Register map, names as in the netlist:
The bar under the picture is 20 um long.
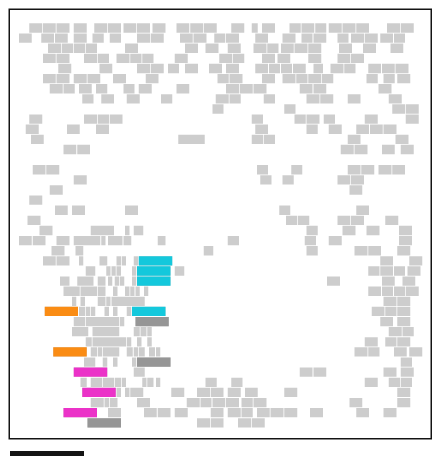
Placed cells, one colour a class:
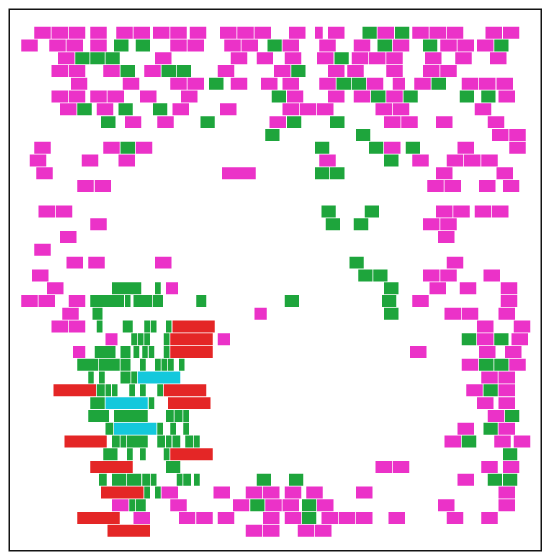
Congestion heat map:
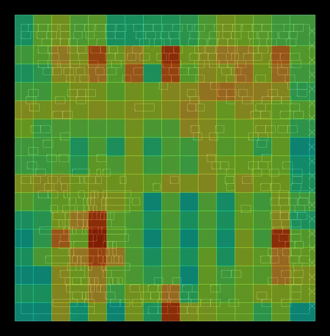
Wiring heat map:
The bar under the picture is 20 um long. 23 x 23 tiles, from dark blue (low) to red (high), scaled to the fullest tile. Values are wire area over tile area, all layers added.
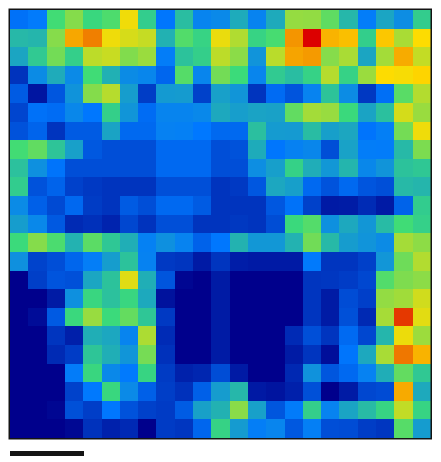
### src/rtl/ladybird_bus_arbiter_rr.sv
// N-to-1 bus arbiter with in-order response routing through a small index FIFO.
// Define LADYBIRD_BUS_ARBITER_RR_EN for round-robin arbitration; the default is fixed priority with index 0 highest.

module ladybird_bus_arbiter_rr_lane #(
  parameter int IDX   = 0,
  parameter int SEL_W = 1
) (
  input  logic [SEL_W-1:0] sel,
  input  logic [SEL_W-1:0] head,
  input  logic             gnt_fire,
  input  logic             rsp_fire,
  output logic             gnt,
  output logic             data_gnt
);
  assign gnt      = gnt_fire && (sel  == SEL_W'(IDX));
  assign data_gnt = rsp_fire && (head == SEL_W'(IDX));
endmodule

module ladybird_bus_arbiter_rr #(
  parameter int N_INPUT         = 2,
  parameter int ADDR_W          = 32,
  parameter int DATA_W          = 32,
  parameter int MAX_OUTSTANDING = 4
) (
  input  logic                                  clk,
  input  logic                                  anrst,
  input  logic [N_INPUT-1:0]                    in_req,
  input  logic [N_INPUT*DATA_W/8-1:0]           in_wstrb,
  input  logic [N_INPUT*ADDR_W-1:0]             in_addr,
  input  logic [N_INPUT*DATA_W-1:0]             in_wdata,
  output logic [N_INPUT-1:0]                    in_gnt,
  output logic [N_INPUT-1:0]                    in_data_gnt,
  output logic [DATA_W-1:0]                     in_rdata,
  output logic                                  out_req,
  output logic [DATA_W/8-1:0]                   out_wstrb,
  output logic [ADDR_W-1:0]                     out_addr,
  output logic [DATA_W-1:0]                     out_wdata,
  input  logic                                  out_gnt,
  input  logic                                  out_data_gnt,
  input  logic [DATA_W-1:0]                     out_rdata,
  output logic [$clog2(MAX_OUTSTANDING+1)-1:0]  outstanding,
  output logic                                  err
);
  localparam int SEL_W  = $clog2(N_INPUT);
  localparam int PTR_W  = $clog2(MAX_OUTSTANDING);
  localparam int CNT_W  = $clog2(MAX_OUTSTANDING+1);
  localparam int STRB_W = DATA_W/8;

  logic [SEL_W-1:0] sel;
  logic [SEL_W-1:0] head;
  logic             any_req;
  logic             full, empty;
  logic             push, pop, stray;
  logic [SEL_W-1:0] fifo [MAX_OUTSTANDING];
  logic [PTR_W-1:0] wptr, rptr;

`ifdef LADYBIRD_BUS_ARBITER_RR_EN
  logic [SEL_W-1:0] ptr;

  always_ff @(posedge clk or negedge anrst) begin
    if (!anrst)    ptr <= '0;
    else if (push) ptr <= (sel == SEL_W'(N_INPUT-1)) ? '0 : sel + 1'b1;
  end
`endif

  // First asserted request at or after the search origin wins.
  always_comb begin
    int idx;
    idx     = 0;
    sel     = '0;
    any_req = 1'b0;
    for (int i = 0; i < N_INPUT; i++) begin
`ifdef LADYBIRD_BUS_ARBITER_RR_EN
      idx = (int'(ptr) + i) % N_INPUT;
`else
      idx = i;
`endif
      if (!any_req && in_req[idx]) begin
        any_req = 1'b1;
        sel     = SEL_W'(idx);
      end
    end
  end

  always_comb begin
    out_wstrb = '0;
    out_addr  = '0;
    out_wdata = '0;
    if (any_req) begin
      out_wstrb = in_wstrb[int'(sel)*STRB_W +: STRB_W];
      out_addr  = in_addr [int'(sel)*ADDR_W +: ADDR_W];
      out_wdata = in_wdata[int'(sel)*DATA_W +: DATA_W];
    end
  end

  assign full    = (outstanding == CNT_W'(MAX_OUTSTANDING));
  assign empty   = (outstanding == '0);
  // Reset gates the strobes so nothing leaks out while anrst is held low.
  assign out_req = anrst & any_req & ~full;
  assign push    = out_req & out_gnt;
  assign pop     = anrst & out_data_gnt & ~empty;
  assign stray   = out_data_gnt & empty;
  assign head    = fifo[rptr];
  assign in_rdata = out_rdata;

  always_ff @(posedge clk or negedge anrst) begin
    if (!anrst) begin
      for (int i = 0; i < MAX_OUTSTANDING; i++) fifo[i] <= '0;
      wptr <= '0;
      rptr <= '0;
    end else begin
      if (push) begin
        fifo[wptr] <= sel;
        wptr       <= wptr + 1'b1;
      end
      if (pop) rptr <= rptr + 1'b1;
    end
  end

  always_ff @(posedge clk or negedge anrst) begin
    if (!anrst) begin
      outstanding <= '0;
      err         <= 1'b0;
    end else begin
      case ({push, pop})
        2'b10:   outstanding <= outstanding + 1'b1;
        2'b01:   outstanding <= outstanding - 1'b1;
        default: outstanding <= outstanding;
      endcase
      if (stray) err <= 1'b1;
    end
  end

  for (genvar g = 0; g < N_INPUT; g++) begin : g_lane
    ladybird_bus_arbiter_rr_lane #(.IDX(g), .SEL_W(SEL_W)) u_lane (
      .sel      (sel),
      .head     (head),
      .gnt_fire (push),
      .rsp_fire (pop),
      .gnt      (in_gnt[g]),
      .data_gnt (in_data_gnt[g])
    );
  end
endmodule

### config.mk
export PLATFORM = sky130hd
export DESIGN_NAME = ladybird_bus_arbiter_rr
export DESIGN_NICKNAME = d
export VERILOG_FILES = /design/src/rtl/ladybird_bus_arbiter_rr.sv
export SDC_FILE = /design/constraint.sdc
export NUM_CORES = 1
export LEC_CHECK = 0
export ABC_AREA = 1
export CORE_AREA = 2 2 111 113
export CTS_CLUSTER_DIAMETER = 40
export DETAILED_ROUTE_END_ITERATION = 10
export DIE_AREA = 0 0 113 115
export SLEW_MARGIN = 20
export SYNTH_ARGS = -nofsm -noshare
export SYNTH_HDL_FRONTEND = slang
export SYNTH_SLANG_ARGS = --single-unit
export TNS_END_PERCENT = 1
### constraint.sdc
create_clock -name clk -period 2.76 [get_ports clk]
set_input_delay 0.276 -clock clk [delete_from_list [all_inputs] [get_ports clk]]
set_output_delay 0.276 -clock clk [all_outputs]
set_load 0.005 [all_outputs]
==> notes.md <==
flow finished, numbers: CTS root buffer=clkbuf_16, most numerous logic cells after layout=217 x clkdlybuf4s50_1, 68 x a22o_1, 17 x nand2_1, Placer Congestion=0.769, Seq share, synth=17.3%, Logic inverters=18, Synth logic family=AND-OR/OR-AND gates, mapped cell area=0.00174 mm^2, Logic pwr share=61.3%, syn_area_per_cell=8.36 um^2, Worst setup SP type=primary input, combinational share of cell area=25.3%, Cells after Synth=208, vias in the first global route=2317, R2R setup slack=0.64 ns, post_cts resized=0, crit path DAT=2.20 ns, outcome=complete, but fails checks, Min Clock Period, post-route=2.48 ns, delay of the slowest cell on the worst path=0.55 ns, switch share=34.6%, Area growth syn-to-layout=121%, #MultiIn Comb=127, clk_skew=0.000517 ns, CTS Sinks=12, fa+ha+maj area frac=4.75%, warning count from the yosys run=0, CP dominant cell by count=clkdlybuf4s50_1, violated checks=DRC, worst hold slack=0.382 ns, CP Data Required Time=2.48 ns, Buffers & Inverters on Critical Path=4, PwrDens=391 mW/mm^2, TritonCTS buffer count=3, io pins=283, DRC errors left=20, XOR-XNOR Cells, Area Fraction=2.02%, Tightest Pin Transition=0.443 ns, net count after synthesis=388
-- 'register map, names as in the netlist' (at the start) --
cyan -> `fifo`  # flops 4
magenta -> `outstanding`  # flops 3
orange -> `wptr`  # flops 2
not coloured = 3
register area: 300 um^2
final core occ: 32.5%
Seq group: 0.323 mW
flop share of the area: 7.82%

-- 'placed cells, one colour a class' (at the start) --
cyan -> clock drivers  # cells 3, share of their area 2.1%
red -> flops  # cells 12, share of their area 8.2%
green -> combinational and other logic  # cells 145, share of their area 28%
magenta -> other buffers and delay cells  # cells 225, share of their area 61%
design area: 0.00384 mm^2
row cnt: 40
core area: 0.0118 mm^2

-- 'congestion heat map' (at the start) --
met2 Use GR: 20.8%
grt met3 use: 7.75%
total global routing track utilization: 16.7%

-- 'wiring heat map' (at the start) --
densest ninth of the die = upper right
emptiest ninth of the die = bottom centre
fullest tile = 0.51
tiles over half the peak = 18%
nearly empty tiles = 10%
mean over tiles = 0.15
Routed WL per cell: 22.4 um
final wirelength: 11900 um
via count: 2230

-- per-stage QoR --
step	total power, mW	std cells	setup slack, ns
floorplan	0.738	208	0.848
global placement	1.23	529	0.262
detailed placement	1.24	529	0.298
finish	1.50	532	0.285
CTS	1.51	532	0.284
global route	1.63	532	0.214
-- power groups by stage --
stage	clock network, mW	logic [mW]	registers (mW)
2_1_floorplan	0	0.428	0.310
3_3_place_gp	0	0.910	0.322
3_5_place_dp	0	0.916	0.326
4_1_cts	0.259	0.931	0.325
5_1_grt	0.276	1.02	0.338
6_report	0.259	0.920	0.323
-- flip-flops by register name (all words and copies together) (netlist names) --
register / flops
err: 1
rptr: 2
outstanding: 3
fifo: 4
wptr: 2
-- synthesized netlist by cell type (all sizes together) --
master | number | area [um^2]
and2 | 1 | 6.26
o21ai | 6 | 30.0
buf | 47 | 382
nand2 | 19 | 76.3
ha | 5 | 62.6
nand4 | 4 | 25.0
nor2 | 12 | 68.8
dfrtp | 12 | 300
clkbuf | 4 | 15.0
a31o | 1 | 8.76
a21oi | 3 | 15.0
inv | 18 | 70.1
nand3 | 3 | 27.5
a22o | 68 | 596
xor2 | 3 | 26.3
fa | 1 | 20.0
xnor2 | 1 | 8.76
-- metal layers --
layer  up-vias  part of all wire [%]  GRT usage, %
met2       122                    38          20.8
met1      1022                    48          25.9
met5         -                     0             0
met4         0                   1.1          2.60
met3        14                    12          7.75
li1       1072                     -             -
-- worst max path at each step --
stage / depth (start not counted) / endpoint / slack, ns
floorplan: 9 / outstanding[2]$_DFFE_PN0P_ / 0.85
CTS: 6 / out_wdata[9] / 0.28
global placement: 10 / outstanding[2]$_DFFE_PN0P_ / 0.26
global route: 6 / out_wdata[31] / 0.21
finish: 6 / out_wstrb[3] / 0.28
detailed placement: 6 / out_wdata[9] / 0.30
No activity file was given, so power comes from the tool's default toggle rates.
